==> src/rtl/ex_mem_stage.sv <==
// EX/MEM pipeline stage: registers ALU results, resolves branches from the zero
// flag, runs load/store accesses over a req/ack handshake and feeds write-back/forwarding.
module ex_mem_stage #(
   parameter int DSIZE = 16,
   parameter int ASIZE = 4
) (
   input  logic             clk,
   input  logic             rst,
   input  logic             ex_valid,
   input  logic [DSIZE-1:0] ex_alu_out,
   input  logic             ex_zero,
   input  logic [DSIZE-1:0] ex_store_data,
   input  logic [ASIZE-1:0] ex_rd,
   input  logic             ex_reg_write,
   input  logic             ex_mem_read,
   input  logic             ex_mem_write,
   input  logic             ex_branch,
   input  logic             flush,
   output logic             stall,
   output logic             dmem_req,
   output logic             dmem_we,
   output logic [DSIZE-1:0] dmem_addr,
   output logic [DSIZE-1:0] dmem_wdata,
   input  logic [DSIZE-1:0] dmem_rdata,
   input  logic             dmem_ack,
   output logic             branch_taken,
   output logic             wb_valid,
   output logic             wb_reg_write,
   output logic [ASIZE-1:0] wb_rd,
   output logic [DSIZE-1:0] wb_data,
   output logic             fwd_valid,
   output logic [ASIZE-1:0] fwd_rd,
   output logic [DSIZE-1:0] fwd_data
);

   typedef enum logic {IDLE, MEM_WAIT} state_t;

   state_t           state_q, state_d;
   logic             wb_valid_q, wb_valid_d;
   logic             wb_reg_write_q, wb_reg_write_d;
   logic [ASIZE-1:0] wb_rd_q, wb_rd_d;
   logic [DSIZE-1:0] wb_data_q, wb_data_d;
   logic             branch_taken_q, branch_taken_d;
   logic             dmem_we_q, dmem_we_d;
   logic [DSIZE-1:0] dmem_addr_q, dmem_addr_d;
   logic [DSIZE-1:0] dmem_wdata_q, dmem_wdata_d;
   logic [ASIZE-1:0] cap_rd_q, cap_rd_d;
   logic             cap_reg_write_q, cap_reg_write_d;
   logic             accepted;

   always_ff @(posedge clk or negedge rst) begin
      if (!rst) begin
         state_q         <= IDLE;
         wb_valid_q      <= 1'b0;
         wb_reg_write_q  <= 1'b0;
         wb_rd_q         <= '0;
         wb_data_q       <= '0;
         branch_taken_q  <= 1'b0;
         dmem_we_q       <= 1'b0;
         dmem_addr_q     <= '0;
         dmem_wdata_q    <= '0;
         cap_rd_q        <= '0;
         cap_reg_write_q <= 1'b0;
      end else begin
         state_q         <= state_d;
         wb_valid_q      <= wb_valid_d;
         wb_reg_write_q  <= wb_reg_write_d;
         wb_rd_q         <= wb_rd_d;
         wb_data_q       <= wb_data_d;
         branch_taken_q  <= branch_taken_d;
         dmem_we_q       <= dmem_we_d;
         dmem_addr_q     <= dmem_addr_d;
         dmem_wdata_q    <= dmem_wdata_d;
         cap_rd_q        <= cap_rd_d;
         cap_reg_write_q <= cap_reg_write_d;
      end
   end

   assign accepted = ex_valid & ~flush;

   always_comb begin
      state_d         = state_q;
      wb_valid_d      = 1'b0;
      wb_reg_write_d  = wb_reg_write_q;
      wb_rd_d         = wb_rd_q;
      wb_data_d       = wb_data_q;
      branch_taken_d  = 1'b0;
      dmem_we_d       = dmem_we_q;
      dmem_addr_d     = dmem_addr_q;
      dmem_wdata_d    = dmem_wdata_q;
      cap_rd_d        = cap_rd_q;
      cap_reg_write_d = cap_reg_write_q;
      case (state_q)
         IDLE: begin
            // Store wins over load when both are (illegally) asserted.
            if (accepted && (ex_mem_write || ex_mem_read)) begin
               state_d         = MEM_WAIT;
               dmem_we_d       = ex_mem_write;
               dmem_addr_d     = ex_alu_out;
               dmem_wdata_d    = ex_store_data;
               cap_rd_d        = ex_rd;
               cap_reg_write_d = ex_reg_write;
            end else if (accepted) begin
               wb_valid_d     = 1'b1;
               wb_rd_d        = ex_rd;
               wb_data_d      = ex_alu_out;
               wb_reg_write_d = ex_branch ? 1'b0 : ex_reg_write;
               branch_taken_d = ex_branch & ex_zero;
            end
         end
         MEM_WAIT: begin
            if (dmem_ack) begin
               state_d    = IDLE;
               wb_valid_d = 1'b1;
               wb_rd_d    = cap_rd_q;
               if (dmem_we_q) begin
                  wb_reg_write_d = 1'b0;
               end else begin
                  wb_reg_write_d = cap_reg_write_q;
                  wb_data_d      = dmem_rdata;
               end
            end
         end
         default: state_d = IDLE;
      endcase
   end

   // The request is a pure decode of the state so async reset drops it at once.
   always_comb begin
      stall        = (state_q == MEM_WAIT);
      dmem_req     = (state_q == MEM_WAIT);
      dmem_we      = dmem_we_q;
      dmem_addr    = dmem_addr_q;
      dmem_wdata   = dmem_wdata_q;
      branch_taken = branch_taken_q;
      wb_valid     = wb_valid_q;
      wb_reg_write = wb_reg_write_q;
      wb_rd        = wb_rd_q;
      wb_data      = wb_data_q;
      fwd_valid    = wb_valid_q & wb_reg_write_q & (state_q == IDLE);
      fwd_rd       = wb_rd_q;
      fwd_data     = wb_data_q;
   end

endmodule

==> config.mk <==
export PLATFORM = sky130hd
export DESIGN_NAME = ex_mem_stage
export DESIGN_NICKNAME = d
export VERILOG_FILES = /design/src/rtl/ex_mem_stage.sv
export SDC_FILE = /design/constraint.sdc
export NUM_CORES = 1
export LEC_CHECK = 0
export ABC_AREA = 1
export CAP_MARGIN = 20
export CELL_PAD_IN_SITES_DETAIL_PLACEMENT = 0
export CELL_PAD_IN_SITES_GLOBAL_PLACEMENT = 2
export CORE_ASPECT_RATIO = 0.75
export CORE_MARGIN = 3
export CORE_UTILIZATION = 24
export DETAILED_ROUTE_END_ITERATION = 10
export HOLD_SLACK_MARGIN = 0.02
export PLACE_DENSITY = 0.87
export SLEW_MARGIN = 20
export SYNTH_ARGS = -nofsm -noshare
export SYNTH_HDL_FRONTEND = slang
export SYNTH_SLANG_ARGS = --single-unit
==> constraint.sdc <==
create_clock -name clk -period 4.1 [get_ports clk]
set_input_delay 1.23 -clock clk [delete_from_list [all_inputs] [get_ports clk]]
set_output_delay 1.23 -clock clk [all_outputs]
set_load 0.02 [all_outputs]
==> report_table.html, run 1 <==
<p>Metrics extracted from the flow reports.</p>
<table>
<tr><th>Metric</th><th>Value</th></tr>
<tr><th colspan="2">Worst setup path</th></tr>
<tr><td>Worst setup path startpoint</td><td>dmem_req</td></tr>
<tr><td>Internal reg-to-reg setup slack</td><td>2.18 ns</td></tr>
<tr><td>Type of the setup path with the least slack</td><td>flop to output port</td></tr>
<tr><td>Startpoint of the lowest-slack register-to-register path</td><td>dmem_req</td></tr>
<tr><td>Critical Path Max Stage Delay</td><td>0.61 ns</td></tr>
<tr><td>R2R Path End</td><td>fwd_data[0]</td></tr>
<tr><td>Type of destination of the critical path</td><td>output port</td></tr>
<tr><td>Series of cell instances along the critical path</td><td>nor2_1, clkdlybuf4s50_1</td></tr>
<tr><td>Cell at the slowest stage of the critical path</td><td>clkdlybuf4s50_1</td></tr>
<tr><td>Critical Path Stages</td><td>2</td></tr>
<tr><td>Worst setup endpoint</td><td>fwd_valid</td></tr>
<tr><td>Cell family contributing the most delay on the critical path</td><td>buffers and inverters</td></tr>
<tr><td>Length in cells of the worst reg-to-reg path</td><td>5</td></tr>
<tr><td>Count of buffer and inverter cells on the critical path</td><td>1</td></tr>
<tr><td>Worst path arrival time</td><td>roughly 1.7 ns</td></tr>
<tr><td>Critical-path maximum fanout</td><td>18</td></tr>
<tr><td>Type of origin of the critical path</td><td>flop</td></tr>
<tr><th colspan="2">Clocking</th></tr>
<tr><td>TritonCTS buffer count</td><td>9</td></tr>
<tr><td>Post-CTS Setup Bufs</td><td>0</td></tr>
<tr><td>CTS tree</td><td>done</td></tr>
<tr><td>Clock-pin transition on the worst setup and hold timing paths</td><td>0.05 ns</td></tr>
<tr><td>Hold-fix buffer count after cts</td><td>0</td></tr>
<tr><td>Clock latency reported for the late side of the worst-skew pair</td><td>~0.33 ns</td></tr>
<tr><td>PostCTS Resize Cnt</td><td>0</td></tr>
<tr><td>Root Buffer Master</td><td>clkbuf_16</td></tr>
<tr><th colspan="2">Placed design</th></tr>
<tr><td>Routability Congestion</td><td>just under 0.8</td></tr>
<tr><td>Number of buffers added on ports</td><td>~140</td></tr>
<tr><td>Post-Place Setup Slack</td><td>approximately 0.94 ns</td></tr>
<tr><th colspan="2">Synth</th></tr>
<tr><td>Part of the Yosys area used for sequential elements</td><td>0.5361</td></tr>
<tr><td>Adder Area Share</td><td>0</td></tr>
<tr><td>YS chip area</td><td>roughly 0.0029 mm^2</td></tr>
<tr><td>Post-synthesis compound-gate area fraction</td><td>0.07307</td></tr>
<tr><td>Average size of a mapped cell</td><td>8.462 um^2</td></tr>
<tr><td>Synth mux share</td><td>0</td></tr>
<tr><td>Share of the synthesized netlist area taken by xor and xnor gates</td><td>0</td></tr>
<tr><td>Net count after synthesis</td><td>between 400 and 500</td></tr>
<tr><td>Post-synthesis instance area</td><td>0.002894 mm^2</td></tr>
<tr><td>Cell count listed in synth_stat.txt</td><td>342</td></tr>
<tr><td>Synthesized registers</td><td>62</td></tr>
<tr><td>Number of library cell types mapped by synthesis</td><td>23</td></tr>
<tr><th colspan="2">Power and ir drop</th></tr>
<tr><td>Internal power</td><td>1696 uW</td></tr>
<tr><td>Power spent charging and discharging nets</td><td>907.8 uW</td></tr>
<tr><td>Highest ir drop seen on vdd</td><td>about 220 uV</td></tr>
<tr><td>Portion of total power attributed to combinational logic</td><td>0.372</td></tr>
<tr><td>Sequential share of power</td><td>0.339</td></tr>
<tr><td>Cell Pwr Density</td><td>570.8 mW/mm^2</td></tr>
<tr><th colspan="2">Floorplan</th></tr>
<tr><td>Initial core utilization</td><td>0.2474</td></tr>
<tr><td>Area of the placeable core</td><td>between 0.01 and 0.015 mm^2</td></tr>
<tr><td>Die Area</td><td>around 0.013 mm^2</td></tr>
<tr><td>DIE WIDTH</td><td>~130 um</td></tr>
<tr><td>Die span in y</td><td>~100 um</td></tr>
<tr><th colspan="2">Timing</th></tr>
<tr><td>Unrepaired setup endpoints after global routing</td><td>no</td></tr>
<tr><td>Setup violators final</td><td>0</td></tr>
<tr><td>Hold violation total from the final report</td><td>0</td></tr>
<tr><td>Slew Limit Fails</td><td>0</td></tr>
<tr><td>Post-layout worst setup margin</td><td>roughly 1.2 ns</td></tr>
<tr><td>Maximum clock frequency</td><td>~0.35 GHz</td></tr>
<tr><td>Clock tree skew after final layout</td><td>around 0.0090 ns</td></tr>
<tr><th colspan="2">Global route</th></tr>
<tr><td>Initial antenna violation count</td><td>0</td></tr>
<tr><td>Total GRT Usage</td><td>0.1352</td></tr>
<tr><td>Pin count of the biggest net entering global routing</td><td>between 40 and 50</td></tr>
<tr><td>First-pass GRT wire length</td><td>around 14000 um</td></tr>
<tr><th colspan="2">Layout</th></tr>
<tr><td>Fill cell instance count of the final layout</td><td>between 1000 and 1500</td></tr>
<tr><td>Number of nets in the final layout</td><td>520</td></tr>
<tr><td>Number of inserted diodes</td><td>0</td></tr>
<tr><td>Ratio of cells with drive above 1 in the final layout</td><td>0.06479</td></tr>
<tr><td>Top logic cells by instance count in the layout</td><td>clkdlybuf4s50_1 (139), nand2_1 (123), dfrtp_1 (61)</td></tr>
<tr><th colspan="2">Route</th></tr>
<tr><td>Detailed-route DRC error count</td><td>0</td></tr>
<tr><td>Initial DRC count</td><td>roughly 100</td></tr>
<tr><td>Count of nets left with antenna violations after detail routing</td><td>0</td></tr>
<tr><th colspan="2">Job</th></tr>
<tr><td>Max-Cap Viols</td><td>0</td></tr>
<tr><th colspan="2">Min path</th></tr>
<tr><td>Path class of the lowest-slack min-delay path</td><td>flop to flop</td></tr>
<tr><th colspan="2">Status</th></tr>
<tr><td>Run status</td><td>completed</td></tr>
</table>
## run 1: stage by stage
stage | util | std cells | instance area [um^2]
3_5_place_dp | 0.3643 | 609 | 4262
6_report | 0.3899 | 625 | 4562
3_3_place_gp | 0.3643 | 609 | 4262
2_1_floorplan | - | 342 | 2894
5_1_grt | 0.3899 | 625 | 4562
4_1_cts | 0.3899 | 625 | 4562
## run 1: registers in the layout, indices dropped and copies added (netlist names)
| name | cells |
|---|---|
| fwd_data | 16 |
| cap_reg_write_q | 1 |
| branch_taken | 1 |
| cap_rd_q | 4 |
| fwd_rd | 4 |
| dmem_wdata | 16 |
| dmem_addr | 16 |
| wb_valid | 1 |
| dmem_we | 1 |
| dmem_req | 1 |
| wb_reg_write | 1 |
## run 1: Yosys cell counts, drive strengths merged
cell	number	share of area
nor3	1	0.0017
o22ai	1	0.0022
nand2	126	0.17
a21oi	1	0.0017
nor2	4	0.011
inv	25	0.032
o21ai	40	0.069
nand3	24	0.046
nand4	17	0.037
clkbuf	8	0.010
dfrtp	62	0.54
buf	32	0.083
or2	1	0.0022
## run 1: per-layer routing
layer / part of all wire / vias up / routed length [um] / track usage
met5: 0 / - / 0 / 0
met4: 0.013 / 0 / 115 / 0.03914
met3: 0.072 / 13 / 656 / 0.04940
met2: 0.43 / 107 / 3918 / 0.2005
met1: 0.48 / 1271 / 4366 / 0.1859
li1: - / 1313 / - / -
## run 1: area by class of cell
cell class / instances / area, um^2 / area share
inverter: 25 / 93.84 / 0.02057
clock buffer: 9 / 225.2 / 0.04937
tap: 162 / 202.7 / 0.04443
timing repair buffer: 145 / 1434 / 0.3143
clock inverter: 7 / 75.07 / 0.01646
multi-input combinational: 215 / 978.4 / 0.2145
sequential: 62 / 1553 / 0.3404
## run 1: cell families (layout without fill, tap and decap cells)
logic type             after synthesis  in the layout
AND-OR/OR-AND                       42             42
buffers and inverters               65            186
flip-flops                          62             62
AND/OR/NAND/NOR                    173            173
## run 1: how the worst min path moves through the flow
stage                              start  depth (start not counted)  slack (ns)             end
after CTS                 dmem_wdata[15]                          2        0.48  dmem_wdata[15]
after global placement     dmem_wdata[3]                          2        0.46   dmem_wdata[3]
after floorplan              cap_rd_q[0]                          2        0.45     cap_rd_q[0]
after global routing        dmem_addr[0]                          2        0.50    dmem_addr[0]
after detailed placement   dmem_wdata[9]                          2        0.47   dmem_wdata[9]
final                      dmem_wdata[3]                          2        0.47   dmem_wdata[3]
## run 1: worst min-delay path, cell delays in order, from the launching register on
cell and delay [ns]:
dfrtp_1 0.34, nand2_1 0.05, nand2_1 0.05
## run 1: power by group through the flow
| stage | registers, uW | clock network (uW) | logic (uW) |
|---|---|---|---|
| 2_1_floorplan | 1030 | 0 | 377 |
| 3_3_place_gp | 888 | 0 | 970 |
| 3_5_place_dp | 892 | 0 | 979 |
| 4_1_cts | 887 | 775 | 982 |
| 5_1_grt | 908 | 800 | 1040 |
| 6_report | 882 | 754 | 968 |
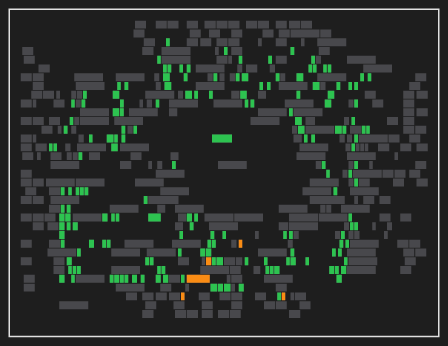
*Gate-type map, run 1*
color	family	cells	most used	where
orange	NOR gates	5	nor2_1	south
green	NAND gates	167	nand2_1	widely spread

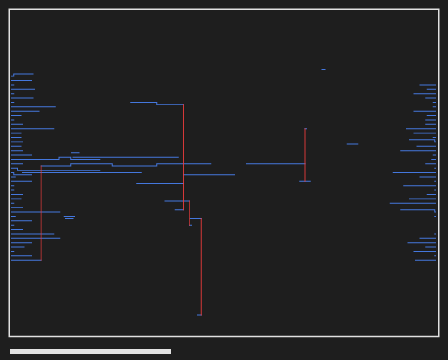
*Routed metal, one color a layer, run 1*
Scale bar: 50 um. Two of the layers only.
color	layer	wire length
red	met4	116 um
blue	met3	656 um
total via count in the routed design: 2704
detailed-route wire length per cell: 14.49 um
overall routed net length: 9056 um

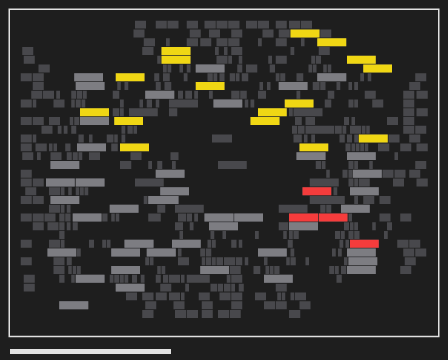
*Where the registers sit, run 1*
Scale bar: 50 um. Other sequential cells in the stronger gray, the rest of the logic in the fainter gray.
color	netlist name	placed flops
yellow	`fwd_data`	16
red	`cap_rd_q`	4
not colored	42

### Routing congestion map, run 1

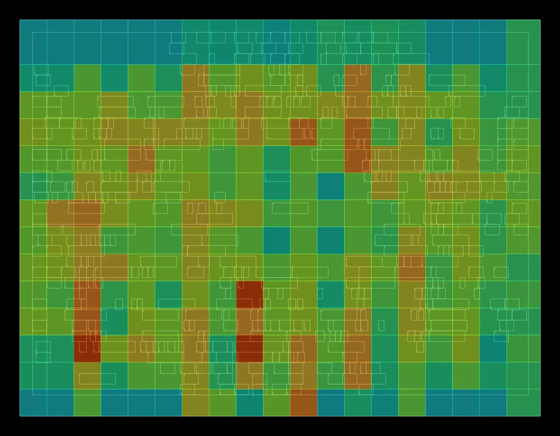

==> run 2, diff against run 1 <==
- CORE_UTILIZATION: 24 -> 20
- PLACE_DENSITY: 0.87 -> 0.78
- clock period: 4.1 -> 2.3 ns (I/O delays scaled with it)
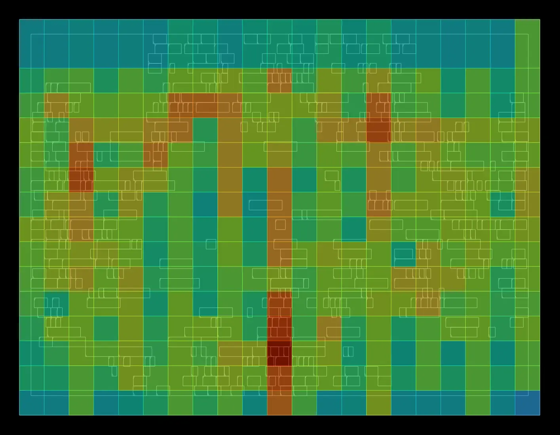
*Routing congestion map, run 2*
GR Util met1: 0.1580
M2 GR Usage: 0.1633
Total GRT Usage: 0.1152
grt peak-use layer: met2
core utilization of the finished layout: 0.3382

==> report_table.html, run 2 <==
<p>Metrics extracted from the flow reports.</p>
<table>
<tr><th>Metric</th><th>Value</th></tr>
<tr><th colspan="2">Status</th></tr>
<tr><td>Run status</td><td>completed</td></tr>
<tr><th colspan="2">Route</th></tr>
<tr><td>Count of nets left with antenna violations after detail routing</td><td>0 (unchanged)</td></tr>
<tr><td>Initial DRC count</td><td>150 (+47%)</td></tr>
<tr><th colspan="2">Job</th></tr>
<tr><td>Max-Cap Viols</td><td>0 (unchanged)</td></tr>
<tr><th colspan="2">Synth</th></tr>
<tr><td>Leading cell type by number of instances after synthesis</td><td>nand2_1</td></tr>
<tr><td>YS chip area</td><td>0.002894 mm^2 (unchanged)</td></tr>
<tr><td>Net count after synthesis</td><td>404 (unchanged)</td></tr>
<tr><td>Number of library cell types mapped by synthesis</td><td>23 (unchanged)</td></tr>
<tr><td>Average size of a mapped cell</td><td>8.462 um^2 (unchanged)</td></tr>
<tr><td>Area share of the largest cell type after synthesis</td><td>0.5361 (unchanged)</td></tr>
<tr><td>Yosys top cell by area</td><td>dfrtp_1</td></tr>
<tr><td>Adder Area Share</td><td>0 (unchanged)</td></tr>
<tr><td>Share of the synthesized netlist area taken by xor and xnor gates</td><td>0 (unchanged)</td></tr>
<tr><th colspan="2">Clocking</th></tr>
<tr><td>TritonCTS buffer count</td><td>9 (unchanged)</td></tr>
<tr><td>CTS tree</td><td>done</td></tr>
<tr><td>PostCTS Resize Cnt</td><td>0 (unchanged)</td></tr>
<tr><td>Clock latency reported for the late side of the worst-skew pair</td><td>0.32 ns (about the same)</td></tr>
<tr><td>Clock-pin transition on the worst setup and hold timing paths</td><td>0.05 ns (about the same)</td></tr>
<tr><th colspan="2">Min path</th></tr>
<tr><td>Path class of the lowest-slack min-delay path</td><td>input port to asynchronous set/reset pin</td></tr>
<tr><th colspan="2">Power and ir drop</th></tr>
<tr><td>Cell Pwr Density</td><td>1021 mW/mm^2 (+79%)</td></tr>
<tr><th colspan="2">Worst setup path</th></tr>
<tr><td>Critical-path maximum fanout</td><td>5 (-13)</td></tr>
<tr><td>Type of destination of the critical path</td><td>output port</td></tr>
<tr><th colspan="2">Floorplan</th></tr>
<tr><td>Initial core utilization</td><td>0.2077 (-0.03969)</td></tr>
<tr><td>DIE WIDTH</td><td>144.9 um (+9.1%)</td></tr>
<tr><td>Die span in y</td><td>110.2 um (+9.0%)</td></tr>
<tr><th colspan="2">Global route</th></tr>
<tr><td>Pin count of the biggest net entering global routing</td><td>63 (+29%)</td></tr>
<tr><td>Met3 routing resource usage after global routing</td><td>0.05108 (+0.001682)</td></tr>
<tr><td>Initial antenna violation count</td><td>0 (unchanged)</td></tr>
<tr><th colspan="2">Layout</th></tr>
<tr><td>Number of inserted diodes</td><td>0 (unchanged)</td></tr>
<tr><td>Top logic cells by instance count in the layout</td><td>clkdlybuf4s50_1 (139), nand2_1 (123), dfrtp_1 (61)</td></tr>
<tr><td>Ratio of cells with drive above 1 in the final layout</td><td>0.07265 (+0.007855)</td></tr>
<tr><th colspan="2">Timing</th></tr>
<tr><td>Slew Limit Fails</td><td>0 (unchanged)</td></tr>
<tr><td>Post-layout worst setup margin</td><td>0.08825 ns (-1.124 ns)</td></tr>
<tr><td>Clock tree skew after final layout</td><td>0.002889 ns (-0.006069 ns)</td></tr>
<tr><th colspan="2">Placed design</th></tr>
<tr><td>Post-Place Setup Slack</td><td>0.2657 ns (-0.6734 ns)</td></tr>
<tr><td>Routability Congestion</td><td>0.7778 (-0.41%)</td></tr>
<tr><td>Number of buffers added on ports</td><td>140 (unchanged)</td></tr>
</table>
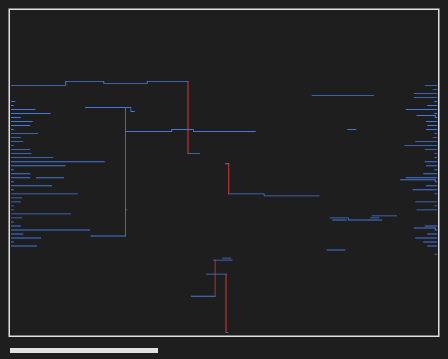
*Routed metal, one color a layer, run 2*
Scale bar: 50 um. Two of the layers only.
color	layer	wire length
red	met4	110 um
blue	met3	711 um

[run 2: report_power, final]
| part | total (uW) | leakage [uW] | switching [uW] | internal, uW |
|---|---|---|---|---|
| sequential | 1550 | 0.000773 | 198 | 1360 |
| clock | 1510 | 0.000166 | 473 | 1040 |
| combinational | 1750 | 0.00124 | 904 | 847 |
[run 2: path summary, 6_finish.rpt]
path	cells after the start	startpoint	endpoint	slack (ns)
min in group clk	2	dmem_wdata[9]	dmem_wdata[9]	0.47
hold reg to reg	2	dmem_wdata[9]	dmem_wdata[9]	0.47
hold / removal	2	rst	fwd_rd[1]	0.37
setup / recovery	2	dmem_req	fwd_valid	0.09
setup reg to reg	6	dmem_req	fwd_data[10]	0.78
max in group asynchronous	2	rst	dmem_req	1.64
[run 2: stage by stage]
stage | area [um^2] | total power (uW) | cells | util
6_report | 4713 | 4812 | 663 | 0.3382
5_1_grt | 4713 | 5089 | 663 | 0.3382
4_1_cts | 4713 | 4892 | 663 | 0.3382
3_5_place_dp | 4378 | 3346 | 647 | 0.3142
3_3_place_gp | 4378 | 3336 | 647 | 0.3142
2_1_floorplan | 2894 | 2503 | 342 | -
[run 2: per-layer routing]
layer | vias to the layer above | share of wire
li1 | 1320 | -
met1 | 1245 | 0.49
met2 | 110 | 0.42
met3 | 12 | 0.079
met4 | 0 | 0.012
met5 | - | 0
[run 2: logic make-up after synthesis]
logic type / Yosys count
DFF: 62
buffers and inverters: 65
and+or+nand+nor: 173
AOI/OAI and AO/OA: 42
[run 2: cell type report]
type | instances | area, um^2
timing repair buffer | 150 | 1509
clock buffer | 13 | 270.3
clock inverter | 3 | 65.06
inverter | 25 | 93.84
sequential | 62 | 1553
tap | 195 | 244.0
multi-input combinational | 215 | 978.4
fill | 1417 | 9221
[run 2: critical path, cell delays in order, from the launching register on]
cell	delay (ns)
dfrtp_2	0.47
nor2_1	0.12
clkdlybuf4s50_1	0.61
==> run 3, diff against run 2 <==
- CTS_CLUSTER_SIZE: unset -> 10
- GPL_ROUTABILITY_DRIVEN: unset -> 0
- MAX_ROUTING_LAYER: unset -> met4
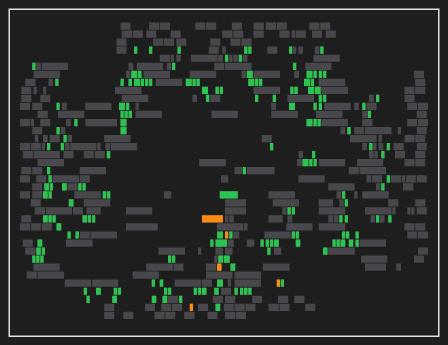
*Gate-type map, run 3*
color	family	cells	most used	where
orange	NOR gates	5	nor2_1	south
green	NAND gates	167	nand2_1	widely spread
logic share of the area: 0.2076
final instance count without filler cells: 663
commonest non-fill, non-tap cell in the layout: clkdlybuf4s50_1

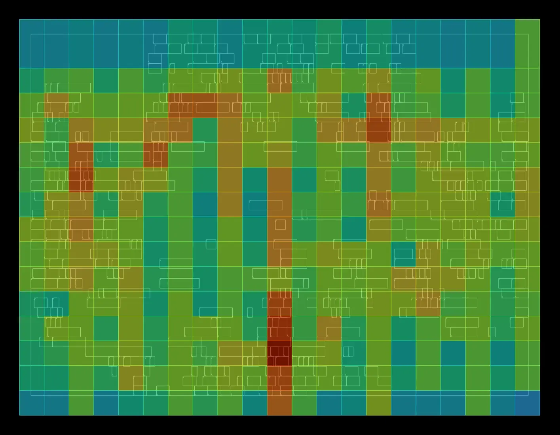
*Routing congestion map, run 3*
met3 routing resource usage after global routing: 0.04495
detailed-route wire length per cell: 13.47 um
Total GRT Usage: 0.1186

==> report_table.html, run 3 <==
<p>Metrics extracted from the flow reports.</p>
<table>
<tr><th>Metric</th><th>Value</th></tr>
<tr><th colspan="2">Status</th></tr>
<tr><td>Run status</td><td>completed</td></tr>
<tr><th colspan="2">Synth</th></tr>
<tr><td>Average size of a mapped cell</td><td>8.462 um^2 (unchanged)</td></tr>
<tr><td>YS chip area</td><td>0.002894 mm^2 (unchanged)</td></tr>
<tr><td>Number of library cell types mapped by synthesis</td><td>23 (unchanged)</td></tr>
<tr><td>Net count after synthesis</td><td>404 (unchanged)</td></tr>
<tr><td>Leading cell type by number of instances after synthesis</td><td>nand2_1</td></tr>
<tr><td>Yosys warnings</td><td>0</td></tr>
<tr><td>Area share of the largest cell type after synthesis</td><td>0.5361 (unchanged)</td></tr>
<tr><td>Yosys top cell by area</td><td>dfrtp_1</td></tr>
<tr><td>EDFF count, synth</td><td>0</td></tr>
<tr><th colspan="2">Worst setup path</th></tr>
<tr><td>Critical-path maximum fanout</td><td>5 (unchanged)</td></tr>
<tr><td>R2R Path End</td><td>fwd_data[10]</td></tr>
<tr><td>Critical Path Max Stage Delay</td><td>0.61 ns (about the same)</td></tr>
<tr><td>Type of destination of the critical path</td><td>output port</td></tr>
<tr><td>Series of cell instances along the critical path</td><td>nor2_1, clkdlybuf4s50_1</td></tr>
<tr><td>Count of buffer and inverter cells on the critical path</td><td>1 (unchanged)</td></tr>
<tr><td>Startpoint of the lowest-slack register-to-register path</td><td>dmem_req</td></tr>
<tr><td>Cell family contributing the most delay on the critical path</td><td>buffers and inverters</td></tr>
<tr><td>Cell at the slowest stage of the critical path</td><td>clkdlybuf4s50_1</td></tr>
<tr><th colspan="2">Timing</th></tr>
<tr><td>Clock tree skew after final layout</td><td>0.002860 ns (-0.00002864 ns)</td></tr>
<tr><td>Share of the cycle needed by the critical path after routing</td><td>0.9624</td></tr>
<tr><td>Slew Limit Fails</td><td>0 (unchanged)</td></tr>
<tr><th colspan="2">Clocking</th></tr>
<tr><td>PostCTS Resize Cnt</td><td>0 (unchanged)</td></tr>
<tr><td>CTS tree</td><td>done</td></tr>
<tr><td>TritonCTS buffer count</td><td>9 (unchanged)</td></tr>
<tr><td>Clock latency reported for the late side of the worst-skew pair</td><td>0.32 ns (about the same)</td></tr>
<tr><th colspan="2">Layout</th></tr>
<tr><td>Ratio of cells with drive above 1 in the final layout</td><td>0.07265 (unchanged)</td></tr>
<tr><td>Top logic cells by instance count in the layout</td><td>clkdlybuf4s50_1 (139), nand2_1 (123), dfrtp_1 (61)</td></tr>
<tr><td>Storage element area</td><td>0.001553 mm^2 (unchanged)</td></tr>
<tr><td>Fill cell instance count of the final layout</td><td>1417 (unchanged)</td></tr>
<tr><td>Number of inserted diodes</td><td>0 (unchanged)</td></tr>
<tr><td>Area occupied by multi-input gates</td><td>978.4 um^2 (unchanged)</td></tr>
<tr><th colspan="2">Floorplan</th></tr>
<tr><td>Die span in y</td><td>110.2 um (unchanged)</td></tr>
<tr><td>DIE WIDTH</td><td>144.9 um (unchanged)</td></tr>
<tr><td>Initial core utilization</td><td>0.2077 (unchanged)</td></tr>
<tr><th colspan="2">Global route</th></tr>
<tr><td>Pin count of the biggest net entering global routing</td><td>63 (unchanged)</td></tr>
<tr><td>Initial antenna violation count</td><td>0 (unchanged)</td></tr>
<tr><th colspan="2">Job</th></tr>
<tr><td>Max-Cap Viols</td><td>0 (unchanged)</td></tr>
<tr><th colspan="2">Route</th></tr>
<tr><td>Count of nets left with antenna violations after detail routing</td><td>0 (unchanged)</td></tr>
<tr><td>Initial DRC count</td><td>148 (-1.3%)</td></tr>
<tr><th colspan="2">Power and ir drop</th></tr>
<tr><td>Cell Pwr Density</td><td>1021 mW/mm^2 (about the same)</td></tr>
<tr><td>Post-layout power</td><td>4813 uW (about the same)</td></tr>
<tr><th colspan="2">Placed design</th></tr>
<tr><td>Number of buffers added on ports</td><td>140 (unchanged)</td></tr>
</table>
run 3: logic make-up (layout without fill, tap and decap cells):
| kind of cell | count (synthesis) | in the layout | synth area share |
|---|---|---|---|
| flops | 62 | 62 | 0.5361 |
| compound gates | 42 | 42 | 0.07306 |
| buf+inv | 65 | 191 | 0.1258 |
| simple gates | 173 | 173 | 0.2650 |
run 3: metal layers:
layer | track usage | up-vias | routed length [um]
met4 | 0.03458 | 0 | 110
met3 | 0.04495 | 12 | 568
met1 | 0.1618 | 1256 | 4509
met2 | 0.1633 | 100 | 3740
met5 | - | - | 0
li1 | - | 1320 | -
run 3: metrics by stage:
stage            util  cells  instance area (um^2)  setup slack (ns)
3_3_place_gp   0.3142    647                  4378            0.2933
2_1_floorplan       -    342                  2894            0.4909
4_1_cts        0.3382    663                  4713           0.04750
6_report       0.3382    663                  4713           0.08654
3_5_place_dp   0.3142    647                  4378            0.2657
5_1_grt        0.3382    663                  4713           0.01741
run 3: cell type report:
class | instances | area share
flip-flops and latches | 62 | 0.3294
clock buffers | 13 | 0.05734
inverters | 25 | 0.01991
repair buffers | 150 | 0.3201
multi-input cells | 215 | 0.2076
well taps | 195 | 0.05177
clock inverters | 3 | 0.01380
run 3: worst max-delay path by stage:
stage            startpoint          end  slack, ns  cells after the start
4_1_cts            dmem_req    fwd_valid       0.05                      2
2_1_floorplan      dmem_req    fwd_valid       0.49                      3
6_report           dmem_req    fwd_valid       0.09                      2
3_3_place_gp   ex_mem_write  fwd_data[0]       0.29                      7
3_5_place_dp   ex_mem_write  fwd_data[5]       0.27                      7
5_1_grt            dmem_req    fwd_valid       0.02                      2
run 3: power breakdown:
group / internal, uW / switching [uW]
Sequential: 1360 / 198
Clock: 1040 / 472
Combinational: 847 / 905
Total: 3240 / 1580
Power figures rest on the tool's default switching activity, not on a simulated workload.
